**config.mk**
```make
export PLATFORM = sky130hd
export DESIGN_NAME = snn_timestep_scheduler
export DESIGN_NICKNAME = d
export VERILOG_FILES = /design/src/rtl/snn_timestep_scheduler.sv
export SDC_FILE = /design/constraint.sdc
export NUM_CORES = 1
export LEC_CHECK = 0
export CAP_MARGIN = 30
export CORE_UTILIZATION = 35
export DETAILED_ROUTE_END_ITERATION = 7
export GPL_TIMING_DRIVEN = 0
export RECOVER_POWER = 100
export SYNTH_ARGS = -nofsm -noshare
export SYNTH_HDL_FRONTEND = slang
export SYNTH_SLANG_ARGS = --single-unit
export TNS_END_PERCENT = 5
```
**constraint.sdc**
```tcl
create_clock -name clk -period 3.75 [get_ports clk]
set_input_delay 0.375 -clock clk [delete_from_list [all_inputs] [get_ports clk]]
set_output_delay 0.375 -clock clk [all_outputs]
set_load 0.01 [all_outputs]
```
**src/rtl/snn_timestep_scheduler.sv**
```systemverilog
// ============================================================================
// Module   : snn_timestep_scheduler
// Function : Sequences one SNN inference (clear, feed, drain) and picks the
//            winning output neuron by sequential argmax over spike counts.
// Revision : 1.0
// ============================================================================
`default_nettype none

module snn_timestep_scheduler #(
    parameter int N_IN      = 8,
    parameter int N_OUT     = 8,
    parameter int T_STEPS   = 16,
    parameter int LAYER_LAT = 2,
    parameter int CNT_W     = 5,
    parameter int IDX_W     = 3,
    localparam int STEP_W   = $clog2(T_STEPS + 1)
) (
    input  logic              clk,
    input  logic              reset,
    input  logic              start,
    input  logic              in_valid,
    output logic              in_ready,
    input  logic [N_IN-1:0]   in_spike,
    output logic              net_clear,
    output logic              net_step,
    output logic [N_IN-1:0]   net_spike_in,
    input  logic [N_OUT-1:0]  net_spike_out,
    output logic              busy,
    output logic              done,
    output logic [IDX_W-1:0]  class_idx,
    output logic [CNT_W-1:0]  class_count,
    output logic [STEP_W-1:0] step_cnt
);

    localparam int DRAIN_W = $clog2(LAYER_LAT + 1) + 1;

    typedef enum logic [2:0] {
        S_IDLE   = 3'd0,
        S_CLEAR  = 3'd1,
        S_FEED   = 3'd2,
        S_DRAIN  = 3'd3,
        S_ARGMAX = 3'd4,
        S_DONE   = 3'd5
    } state_t;

    state_t               r_state;
    logic                 r_net_clear;
    logic                 r_net_step;
    logic [N_IN-1:0]      r_spike_in;
    logic                 r_done;
    logic [STEP_W-1:0]    r_step_cnt;
    logic [DRAIN_W-1:0]   r_drain;
    logic [LAYER_LAT-1:0] r_step_pipe;
    logic [CNT_W-1:0]     r_cnt [N_OUT];
    logic [IDX_W-1:0]     r_j;
    logic [CNT_W-1:0]     r_best;
    logic [IDX_W-1:0]     r_idx;
    logic [IDX_W-1:0]     r_class_idx;
    logic [CNT_W-1:0]     r_class_count;

    logic                 w_cap_vld;
    logic                 w_take;
    logic [CNT_W-1:0]     w_best_nx;
    logic [IDX_W-1:0]     w_idx_nx;

    assign w_cap_vld = r_step_pipe[LAYER_LAT-1];

    // Strict compare keeps the lowest index on ties.
    always_comb begin
        w_take    = (r_j == '0) || (r_cnt[r_j] > r_best);
        w_best_nx = w_take ? r_cnt[r_j] : r_best;
        w_idx_nx  = w_take ? r_j : r_idx;
    end

    always_ff @(posedge clk or posedge reset) begin
        if (reset) begin
            r_state       <= S_IDLE;
            r_net_clear   <= 1'b0;
            r_net_step    <= 1'b0;
            r_spike_in    <= '0;
            r_done        <= 1'b0;
            r_step_cnt    <= '0;
            r_drain       <= '0;
            r_step_pipe   <= '0;
            r_j           <= '0;
            r_best        <= '0;
            r_idx         <= '0;
            r_class_idx   <= '0;
            r_class_count <= '0;
            for (int i = 0; i < N_OUT; i++) r_cnt[i] <= '0;
        end else begin
            r_net_clear    <= 1'b0;
            r_net_step     <= 1'b0;
            r_done         <= 1'b0;
            r_step_pipe[0] <= r_net_step;
            for (int k = 1; k < LAYER_LAT; k++) r_step_pipe[k] <= r_step_pipe[k-1];

            if (w_cap_vld) begin
                for (int i = 0; i < N_OUT; i++) begin
                    if (net_spike_out[i] && (r_cnt[i] != '1)) r_cnt[i] <= r_cnt[i] + 1'b1;
                end
            end

            case (r_state)
                S_IDLE: begin
                    if (start) begin
                        r_state       <= S_CLEAR;
                        r_net_clear   <= 1'b1;
                        r_step_cnt    <= '0;
                        r_best        <= '0;
                        r_idx         <= '0;
                        r_class_idx   <= '0;
                        r_class_count <= '0;
                        for (int i = 0; i < N_OUT; i++) r_cnt[i] <= '0;
                    end
                end
                S_CLEAR: r_state <= S_FEED;
                S_FEED: begin
                    if (in_valid) begin
                        r_spike_in <= in_spike;
                        r_net_step <= 1'b1;
                        r_step_cnt <= r_step_cnt + 1'b1;
                        if (r_step_cnt == STEP_W'(T_STEPS - 1)) begin
                            r_state <= S_DRAIN;
                            r_drain <= DRAIN_W'(LAYER_LAT);
                        end
                    end
                end
                // Holds LAYER_LAT+1 cycles so the last step's capture lands.
                S_DRAIN: begin
                    if (r_drain == '0) begin
                        r_state <= S_ARGMAX;
                        r_j     <= '0;
                    end else begin
                        r_drain <= r_drain - 1'b1;
                    end
                end
                S_ARGMAX: begin
                    r_best <= w_best_nx;
                    r_idx  <= w_idx_nx;
                    if (r_j == IDX_W'(N_OUT - 1)) begin
                        r_state       <= S_DONE;
                        r_done        <= 1'b1;
                        r_class_idx   <= w_idx_nx;
                        r_class_count <= w_best_nx;
                    end else begin
                        r_j <= r_j + 1'b1;
                    end
                end
                S_DONE:  r_state <= S_IDLE;
                default: r_state <= S_IDLE;
            endcase
        end
    end

    assign in_ready     = (r_state == S_FEED);
    assign busy         = (r_state != S_IDLE);
    assign net_clear    = r_net_clear;
    assign net_step     = r_net_step;
    assign net_spike_in = r_spike_in;
    assign done         = r_done;
    assign class_idx    = r_class_idx;
    assign class_count  = r_class_count;
    assign step_cnt     = r_step_cnt;

endmodule

`default_nettype wire

```
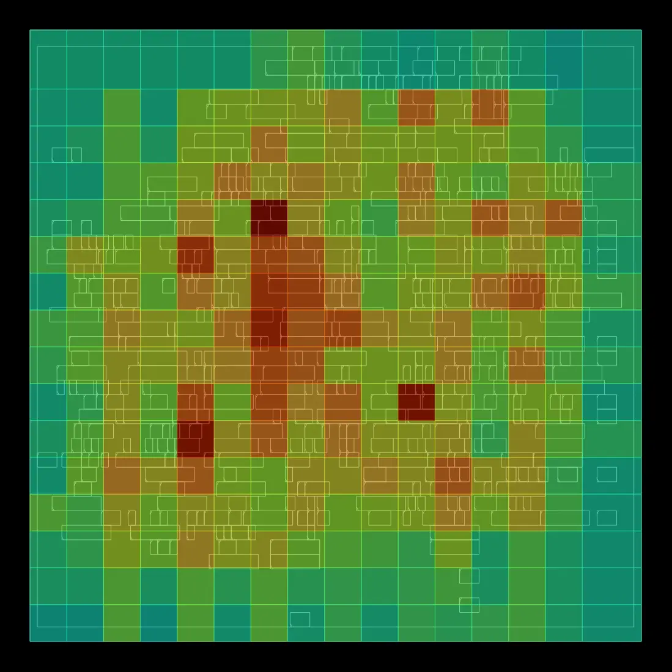
Fig. 1. Congestion heat map (run 1).
end-of-flow core utilization: 43.7%
GR Layer Usage met2: 25.9%

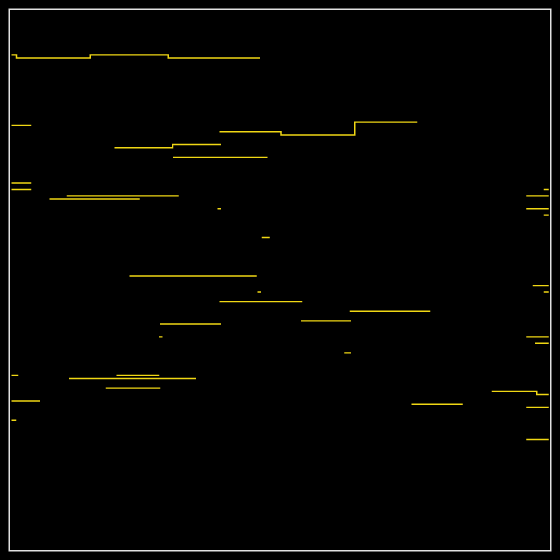
Fig. 2. Signal wires on met3 (run 1).
nets with wire on the layer	27
wire length on this layer	391 um
share of all routed wire	4.1%
longest straight run	26.7 um
main direction	horizontal
vias after detailed routing: 3,269
met3 routing resource usage after global routing: 4.18%

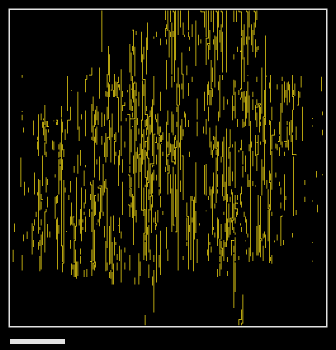
Fig. 3. The metal 2 layer (run 1).
Scale bar: 20 um.
main direction	vertical
nets with wire on the layer	447
share of all routed wire	48%
wire length on this layer	4,550 um
total wire length after detailed routing: 9480 um

==> report_table.html, run 1 <==
<h2>Synthesis and place &amp; route</h2>
<table>
<tr><th>Metric</th><th>Value</th></tr>
<tr><th colspan="2">Place</th></tr>
<tr><td>Final HPWL DP</td><td>about 7000 um</td></tr>
<tr><td>Number of I/O port buffers</td><td>around 45</td></tr>
<tr><td>Routability congestion estimate from global placement</td><td>0.786</td></tr>
<tr><td>DP Cell Count</td><td>between 600 and 700</td></tr>
<tr><td>Post-Place Worst Slack</td><td>~0.77 ns</td></tr>
<tr><td>Placed standard-cell area</td><td>a little over 5000 um^2</td></tr>
<tr><th colspan="2">Setup path</th></tr>
<tr><td>Series of cell instances along the critical path</td><td>buf_6 -&gt; mux4_2 -&gt; nand2_1 -&gt; nand2_1 -&gt; ha_1 -&gt; nand2b_1 -&gt; a211oi_1 -&gt; o31a_2 -&gt; nand3_4 -&gt; mux2_1</td></tr>
<tr><td>Levels on crit path</td><td>10</td></tr>
<tr><td>Buffer-and-inverter tally for the worst setup path</td><td>1</td></tr>
<tr><td>R2R setup slack</td><td>0.64 ns</td></tr>
<tr><td>Critical register-to-register path startpoint</td><td>r_j[1]</td></tr>
<tr><td>Kind of capture point of the worst setup path</td><td>flop</td></tr>
<tr><td>Crit-path most repeated cell</td><td>nand2_1</td></tr>
<tr><td>R2r endpoint</td><td>r_best[1]</td></tr>
<tr><td>Largest fanout on the critical path</td><td>10</td></tr>
<tr><td>Cells on worst reg2reg path</td><td>10</td></tr>
<tr><td>Category of cells accounting for the largest share of critical-path delay</td><td>multiplexers</td></tr>
<tr><td>Launch point of the worst path</td><td>r_j[1]</td></tr>
<tr><td>Data required time of the critical path</td><td>approximately 4.0 ns</td></tr>
<tr><td>Category of the most critical setup path</td><td>flop to flop</td></tr>
<tr><td>Worst setup path endpoint</td><td>r_best[1]</td></tr>
<tr><td>Cell with the biggest individual delay on the critical path</td><td>mux4_2</td></tr>
<tr><th colspan="2">Route</th></tr>
<tr><td>Met1 wire length</td><td>roughly 4400 um</td></tr>
<tr><td>Top routing layer in use</td><td>met4</td></tr>
<tr><td>Post-route DRC violation count</td><td>0</td></tr>
<tr><td>Via-per-instance ratio</td><td>4.89</td></tr>
<tr><td>Met2 wire length</td><td>4550 um</td></tr>
<tr><th colspan="2">Final timing</th></tr>
<tr><td>Crit path setup slack, layout</td><td>approximately 0.64 ns</td></tr>
<tr><td>Final number of hold-violating endpoints</td><td>0</td></tr>
<tr><td>Min Hold Slack</td><td>~0.35 ns</td></tr>
<tr><td>Final critical path time including I/O delays and setup</td><td>slightly above 3 ns</td></tr>
<tr><td>Final tally of max-slew violations</td><td>0</td></tr>
<tr><td>Setup-violating endpoint count in the final report</td><td>0</td></tr>
<tr><td>Clock Skew</td><td>0.00655 ns</td></tr>
<tr><td>Setup repair after global routing missed its margin</td><td>no</td></tr>
<tr><td>Final critical-path share of the clock period</td><td>83.0%</td></tr>
<tr><td>Setup Total Neg Slack</td><td>0 ns</td></tr>
<tr><td>Achievable clock frequency</td><td>321 MHz</td></tr>
<tr><td>Worst slew margin relative to its limit</td><td>between 1.5 and 2%</td></tr>
<tr><th colspan="2">Die</th></tr>
<tr><td>Chip area</td><td>between 10,000 and 15,000 um^2</td></tr>
<tr><td># rows</td><td>around 40</td></tr>
<tr><td>Core area</td><td>around 12,000 um^2</td></tr>
<tr><td>Die width</td><td>115 um</td></tr>
<tr><td>Top-level port count</td><td>around 46</td></tr>
<tr><td>Pre-placement core utilization</td><td>36.5%</td></tr>
<tr><th colspan="2">Synthesis</th></tr>
<tr><td>Commonest register cell after synthesis</td><td>dfrtp_1</td></tr>
<tr><td>Mapped Nets</td><td>~500</td></tr>
<tr><td>Number of distinct library cells after synthesis</td><td>between 40 and 50</td></tr>
<tr><td>Flops after synth</td><td>a little over 80</td></tr>
<tr><td>Cell accounting for the most synthesized area</td><td>dfrtp_1</td></tr>
<tr><td>Area leader share</td><td>46.8%</td></tr>
<tr><td>Async SR Flop Fraction</td><td>100%</td></tr>
<tr><td>Instance count of the mapped netlist</td><td>438</td></tr>
<tr><td>Main combinational cell family by area after synthesis</td><td>simple AND/OR/NAND/NOR gates</td></tr>
<tr><td>Post-synth seq share</td><td>about 47%</td></tr>
<tr><td>Chip area from the yosys synthesis statistics</td><td>~4400 um^2</td></tr>
<tr><td>Xor and xnor area share after synthesis</td><td>between 4 and 5%</td></tr>
<tr><td>Biggest area contributors in the synthesized netlist</td><td>dfrtp_1, nand2_1, ha_1, nor2_1, xor2_1</td></tr>
<tr><td>Post-synth EDFFs</td><td>0</td></tr>
<tr><td>Syn_area_per_cell</td><td>roughly 10 um^2</td></tr>
<tr><td>Post-synthesis mux area share</td><td>about 8.6%</td></tr>
<tr><td>Cell count in the Yosys report</td><td>438</td></tr>
<tr><th colspan="2">Power and ir drop</th></tr>
<tr><td>Static leakage</td><td>roughly 0.0026 uW</td></tr>
<tr><td>Net Sw Frac</td><td>a little over a third</td></tr>
<tr><td>Net Switching</td><td>between 1000 and 1500 uW</td></tr>
<tr><td>Flop pwr share</td><td>between 40% and 50%</td></tr>
<tr><td>PwrDens</td><td>~690 nW/um^2</td></tr>
<tr><td>Highest ir drop seen on vdd</td><td>0.245 mV</td></tr>
<tr><td>Portion of total power attributed to the clock network</td><td>roughly a quarter</td></tr>
<tr><td>Internal power of the cells</td><td>about 2400 uW</td></tr>
<tr><td>Logic gate share of total power</td><td>between 30% and 40%</td></tr>
<tr><th colspan="2">Run</th></tr>
<tr><td>Total of max-cap violations</td><td>1</td></tr>
<tr><td>OpenROAD warning count</td><td>28</td></tr>
<tr><th colspan="2">GRT</th></tr>
<tr><td>Met1 demand-to-capacity share in global routing</td><td>about 21%</td></tr>
<tr><td>GRT Total Usage</td><td>between 10% and 20%</td></tr>
<tr><td>Wire length of the first global-routing pass</td><td>~16,000 um</td></tr>
<tr><td>Number of antenna violations at the first check in global routing</td><td>0</td></tr>
<tr><th colspan="2">Clocking</th></tr>
<tr><td># H-tree levels</td><td>3</td></tr>
<tr><td>Buffers inserted during post-CTS setup optimization</td><td>0</td></tr>
<tr><td>TritonCTS clock tree</td><td>done</td></tr>
<tr><td>Clock-pin transition on the worst setup and hold timing paths</td><td>roughly 0.060 ns</td></tr>
<tr><td>Resized Gates After CTS</td><td>0</td></tr>
<tr><td>Inserted Clock Buffers</td><td>9</td></tr>
<tr><td>Later-pin clock latency in the skew report</td><td>0.34 ns</td></tr>
<tr><td>Buffer cell driving the clock tree root</td><td>clkbuf_16</td></tr>
<tr><td>Bufs on Longest Clock Path</td><td>2</td></tr>
<tr><th colspan="2">Layout</th></tr>
<tr><td>Post-layout nets</td><td>about 540</td></tr>
<tr><td># diodes</td><td>0</td></tr>
<tr><td>Most frequent cells in the layout</td><td>nand2_1, dfrtp_1, nor2_1</td></tr>
<tr><td>Num sequential</td><td>approximately 83</td></tr>
<tr><td>Number of flip-flops in the largest register</td><td>approximately 40</td></tr>
<tr><td>Final standard cell count with taps included and fillers excluded</td><td>roughly 670</td></tr>
<tr><td>Fillcell total</td><td>roughly 1,200</td></tr>
<tr><td>Count of multi-input combinational gates</td><td>approximately 320</td></tr>
<tr><td>Register containing the most flip-flops in the final layout</td><td>r_cnt</td></tr>
<tr><td>Synthesis-to-layout area growth</td><td>19.8%</td></tr>
<tr><td>Dominant kind of cell</td><td>multi-input combinational cells</td></tr>
<tr><td>Logic area</td><td>2140 um^2</td></tr>
<tr><td>Number of non-clock inverters</td><td>16</td></tr>
<tr><td>Number of clock-tree buffers in the layout</td><td>11</td></tr>
<tr><td>Sequential fraction of total cell area</td><td>between 30 and 40%</td></tr>
<tr><td>Final Cell Area</td><td>5310 um^2</td></tr>
<tr><td>Final non-clock buffer share</td><td>10.1%</td></tr>
<tr><td>Most numerous logic cell after layout</td><td>nand2_1</td></tr>
<tr><td>Count of plain and timing-repair buffers</td><td>approximately 62</td></tr>
<tr><th colspan="2">Run status</th></tr>
<tr><td>Status</td><td>finished with violations</td></tr>
<tr><td>Violations in the final reports</td><td>max-capacitance violations</td></tr>
<tr><th colspan="2">Min path</th></tr>
<tr><td>Destination of the worst hold path</td><td>r_step_pipe[1]</td></tr>
<tr><td>Worst hold path startpoint</td><td>r_step_pipe[0]</td></tr>
</table>
run 1: cell usage after synthesis, types with 9 or more instances:
| library cell | n |
|---|---|
| a21oi_1 | 19 |
| inv_1 | 13 |
| ha_1 | 28 |
| dfrtp_1 | 83 |
| nand3_1 | 20 |
| xor2_1 | 17 |
| nand4_1 | 10 |
| nor2_1 | 42 |
| and3_1 | 9 |
| nand2_1 | 94 |
| o21ai_1 | 9 |
run 1: power groups by stage:
stage | Combinational (uW) | Clock [uW] | Sequential [uW]
after detailed placement | 1420 | 0 | 1540
after global routing | 1480 | 924 | 1560
after global placement | 1380 | 0 | 1530
after CTS | 1430 | 890 | 1530
final | 1310 | 863 | 1520
after floorplan | 887 | 0 | 1510
==> inputs of run 2 (changes only) <==
==> constraint.sdc (replaced) <==
create_clock -name clk -period 2.5 [get_ports clk]
set_input_delay 0.25 -clock clk [delete_from_list [all_inputs] [get_ports clk]]
set_output_delay 0.25 -clock clk [all_outputs]
set_load 0.01 [all_outputs]
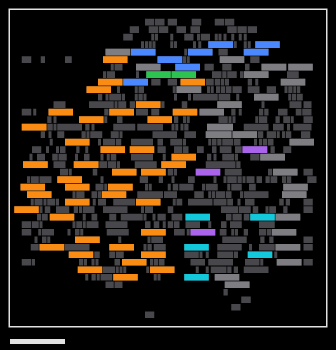
Fig. 4. Register map, names as in the netlist (run 2).
Scale bar: 20 um. Other sequential cells in the stronger grey, the rest of the logic in the fainter grey.
colour	signal	flops
green	`r_step_pipe`	2
purple	`r_idx`	3
orange	`r_cnt`	40
cyan	`r_best`	5
blue	`net_spike_in`	8
not coloured	25
flip-flop and latch power: 2280 uW
sequential fraction of total cell area: 37.6%
FF+latch area: 2080 um^2
end-of-flow core utilization: 45.5%

==> run 2 against run 1 <==
Compared with the run above:
- the flow finishes with violations (max-capacitance violations, max-slew violations, negative setup slack)
- worst hold slack lost 0.0017 ns
- sequential power is about 50% higher
- clock power increased by 54%
- total power is 56% higher
- critical path type unchanged
- first-iteration DRC count fell by 19%
- largest power group unchanged
==> report_table.html, run 2 <==
<h2>Synthesis and place &amp; route</h2>
<table>
<tr><th>Metric</th><th>Value</th></tr>
<tr><th colspan="2">Place</th></tr>
<tr><td>Final HPWL DP</td><td>7070 um (was 7000 um)</td></tr>
<tr><td>Post-Place Worst Slack</td><td>-0.450 ns (was 0.772 ns)</td></tr>
<tr><td>Number of I/O port buffers</td><td>45 (unchanged)</td></tr>
<tr><td>Routability congestion estimate from global placement</td><td>0.767 (was 0.786)</td></tr>
<tr><th colspan="2">Power and ir drop</th></tr>
<tr><td>Static leakage</td><td>0.00261 uW (was 0.00256 uW)</td></tr>
<tr><td>Portion of total power attributed to the clock network</td><td>23.1% (was 23.4%)</td></tr>
<tr><td>Clock group power</td><td>1330 uW (was 863 uW)</td></tr>
<tr><td>Net Switching</td><td>2090 uW (was 1330 uW)</td></tr>
<tr><td>Net Sw Frac</td><td>36.2% (was 36.1%)</td></tr>
<tr><td>Flop pwr share</td><td>39.5% (was 41.2%)</td></tr>
<tr><td>Logic gate share of total power</td><td>37.4% (was 35.4%)</td></tr>
<tr><td>Internal power of the cells</td><td>3680 uW (was 2360 uW)</td></tr>
<tr><th colspan="2">Layout</th></tr>
<tr><td>Post-layout nets</td><td>548 (was 543)</td></tr>
<tr><td>Most frequent cells in the layout</td><td>nand2_1, dfrtp_1, nor2_1 (unchanged)</td></tr>
<tr><td>Logic area</td><td>2290 um^2 (was 2140 um^2)</td></tr>
<tr><td>Count of multi-input combinational gates</td><td>323 (unchanged)</td></tr>
<tr><td>Dominant kind of cell</td><td>multi-input combinational cells (unchanged)</td></tr>
<tr><td>Synthesis-to-layout area growth</td><td>24.7% (was 19.8%)</td></tr>
<tr><td>Count of plain and timing-repair buffers</td><td>67 (was 62)</td></tr>
<tr><td>Num sequential</td><td>83 (unchanged)</td></tr>
<tr><td>Number of clock-tree buffers in the layout</td><td>12 (was 11)</td></tr>
<tr><th colspan="2">Setup path</th></tr>
<tr><td>Category of the most critical setup path</td><td>flop to flop (unchanged)</td></tr>
<tr><td>Kind of capture point of the worst setup path</td><td>flop (unchanged)</td></tr>
<tr><td>Category of cells accounting for the largest share of critical-path delay</td><td>multiplexers (unchanged)</td></tr>
<tr><td>Critical register-to-register path startpoint</td><td>r_j[1] (unchanged)</td></tr>
<tr><td>Cell with the biggest individual delay on the critical path</td><td>mux4_2 (unchanged)</td></tr>
<tr><td>R2R setup slack</td><td>-0.17 ns (was 0.64 ns)</td></tr>
<tr><td>Buffer-and-inverter tally for the worst setup path</td><td>1 (unchanged)</td></tr>
<tr><td>Series of cell instances along the critical path</td><td>buf_8 -&gt; mux4_2 -&gt; nand2_2 -&gt; nand2_4 -&gt; ha_4 -&gt; nand3_2 -&gt; or3_1 -&gt; o31a_4 -&gt; nand3_4 -&gt; mux2_4 (was buf_6 -&gt; mux4_2 -&gt; nand2_1 -&gt; nand2_1 -&gt; ha_1 -&gt; nand2b_1 -&gt; a211oi_1 -&gt; o31a_2 -&gt; nand3_4 -&gt; mux2_1)</td></tr>
<tr><td>Worst setup path endpoint</td><td>r_best[3] (was r_best[1])</td></tr>
<tr><th colspan="2">Route</th></tr>
<tr><td>Met2 wire length</td><td>4630 um (was 4550 um)</td></tr>
<tr><td>Post-route DRC violation count</td><td>0 (unchanged)</td></tr>
<tr><td>Total wire length after detailed routing</td><td>9780 um (was 9480 um)</td></tr>
<tr><td>Met1 wire length</td><td>4770 um (was 4420 um)</td></tr>
<tr><th colspan="2">Final timing</th></tr>
<tr><td>Final number of hold-violating endpoints</td><td>0 (unchanged)</td></tr>
<tr><td>Final critical-path share of the clock period</td><td>107% (was 83.0%)</td></tr>
<tr><td>Clock Skew</td><td>0.00620 ns (was 0.00655 ns)</td></tr>
<tr><td>Crit path setup slack, layout</td><td>-0.174 ns (was 0.638 ns)</td></tr>
<tr><td>Final tally of max-slew violations</td><td>37 (was 0)</td></tr>
<tr><td>Setup-violating endpoint count in the final report</td><td>14 (was 0)</td></tr>
<tr><td>Achievable clock frequency</td><td>374 MHz (was 321 MHz)</td></tr>
<tr><td>Final critical path time including I/O delays and setup</td><td>2.67 ns (was 3.11 ns)</td></tr>
<tr><th colspan="2">GRT</th></tr>
<tr><td>Wire length of the first global-routing pass</td><td>16,400 um (was 15,900 um)</td></tr>
<tr><td>GRT Total Usage</td><td>16.3% (was 15.9%)</td></tr>
<tr><th colspan="2">Clocking</th></tr>
<tr><td># H-tree levels</td><td>3 (unchanged)</td></tr>
<tr><td>Resized Gates After CTS</td><td>18 (was 0)</td></tr>
<tr><td>Buffer cell driving the clock tree root</td><td>clkbuf_16 (unchanged)</td></tr>
<tr><td>Buffers inserted during post-CTS setup optimization</td><td>5 (was 0)</td></tr>
<tr><td>Clock-pin transition on the worst setup and hold timing paths</td><td>0.06 ns (about the same)</td></tr>
<tr><th colspan="2">Synthesis</th></tr>
<tr><td>Async SR Flop Fraction</td><td>100% (unchanged)</td></tr>
<tr><td>Area leader share</td><td>46.8% (unchanged)</td></tr>
<tr><td>Synth top cell by count</td><td>nand2_1 (unchanged)</td></tr>
<tr><td>Mapped Nets</td><td>486 (unchanged)</td></tr>
<tr><td>Post-synth EDFFs</td><td>0 (unchanged)</td></tr>
<tr><td>Number of distinct library cells after synthesis</td><td>45 (unchanged)</td></tr>
<tr><td>Instance count of the mapped netlist</td><td>438 (unchanged)</td></tr>
<tr><td>Flops after synth</td><td>83 (unchanged)</td></tr>
<tr><th colspan="2">Run status</th></tr>
<tr><td>Status</td><td>finished with violations (unchanged)</td></tr>
<tr><td>Violations in the final reports</td><td>max-capacitance violations, max-slew violations, negative setup slack (was max-capacitance violations)</td></tr>
<tr><th colspan="2">Die</th></tr>
<tr><td>Chip area</td><td>13,100 um^2 (unchanged)</td></tr>
<tr><th colspan="2">Min path</th></tr>
<tr><td>Worst hold path startpoint</td><td>r_step_pipe[0] (unchanged)</td></tr>
<tr><th colspan="2">Run</th></tr>
<tr><td>Total of max-cap violations</td><td>1 (unchanged)</td></tr>
<tr><td>OpenROAD warning count</td><td>31 (was 28)</td></tr>
</table>
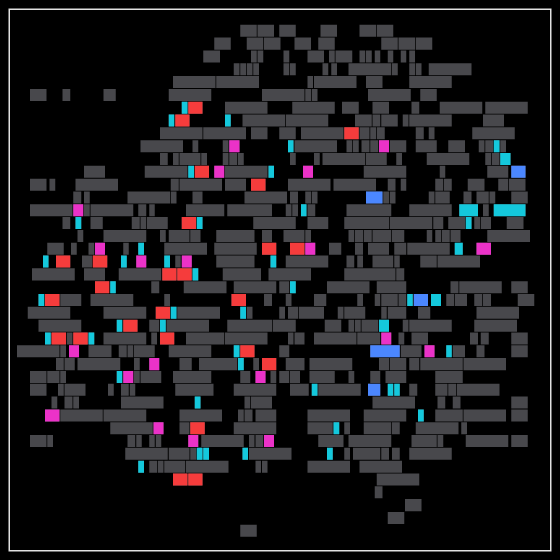
Fig. 5. Gate families picked out (run 2).
colour	family	cells
cyan	NOR gates	48
red	XOR/XNOR gates	25
magenta	AND and OR gates	20
blue	AND-OR and OR-AND gates	5
final standard cell count with taps included and fillers excluded: 673
most numerous logic cell after layout: nand2_1

run 2: netlist changes by cell type in the layout (fill, tap and decap cells not counted), sizes merged:
cell	before	now
buf	5	11
clkinv	4	1
clkinvlp	1	3
run 2: kinds of logic after synthesis:
| logic type | after synthesis | synth area share [%] |
|---|---|---|
| AND/OR/NAND/NOR | 203 | 21.3 |
| flip-flops | 83 | 46.8 |
| AND-OR/OR-AND | 45 | 7.08 |
| buffers and inverters | 32 | 3.36 |
| adder cells (fa/ha/maj) | 28 | 7.90 |
| XOR/XNOR | 25 | 4.94 |
| multiplexers | 22 | 8.58 |
run 2: worst register-to-register path: cells and delay by family, from the launching register on:
family	cells	cell delay, ns
DFF	1	0.40
and+or+nand+nor	5	0.75
muxes	2	0.86
AOI/OAI and AO/OA	1	0.15
adders and majority gates	1	0.27
buffers and inverters	1	0.15
Power figures rest on the tool's default switching activity, not on a simulated workload.
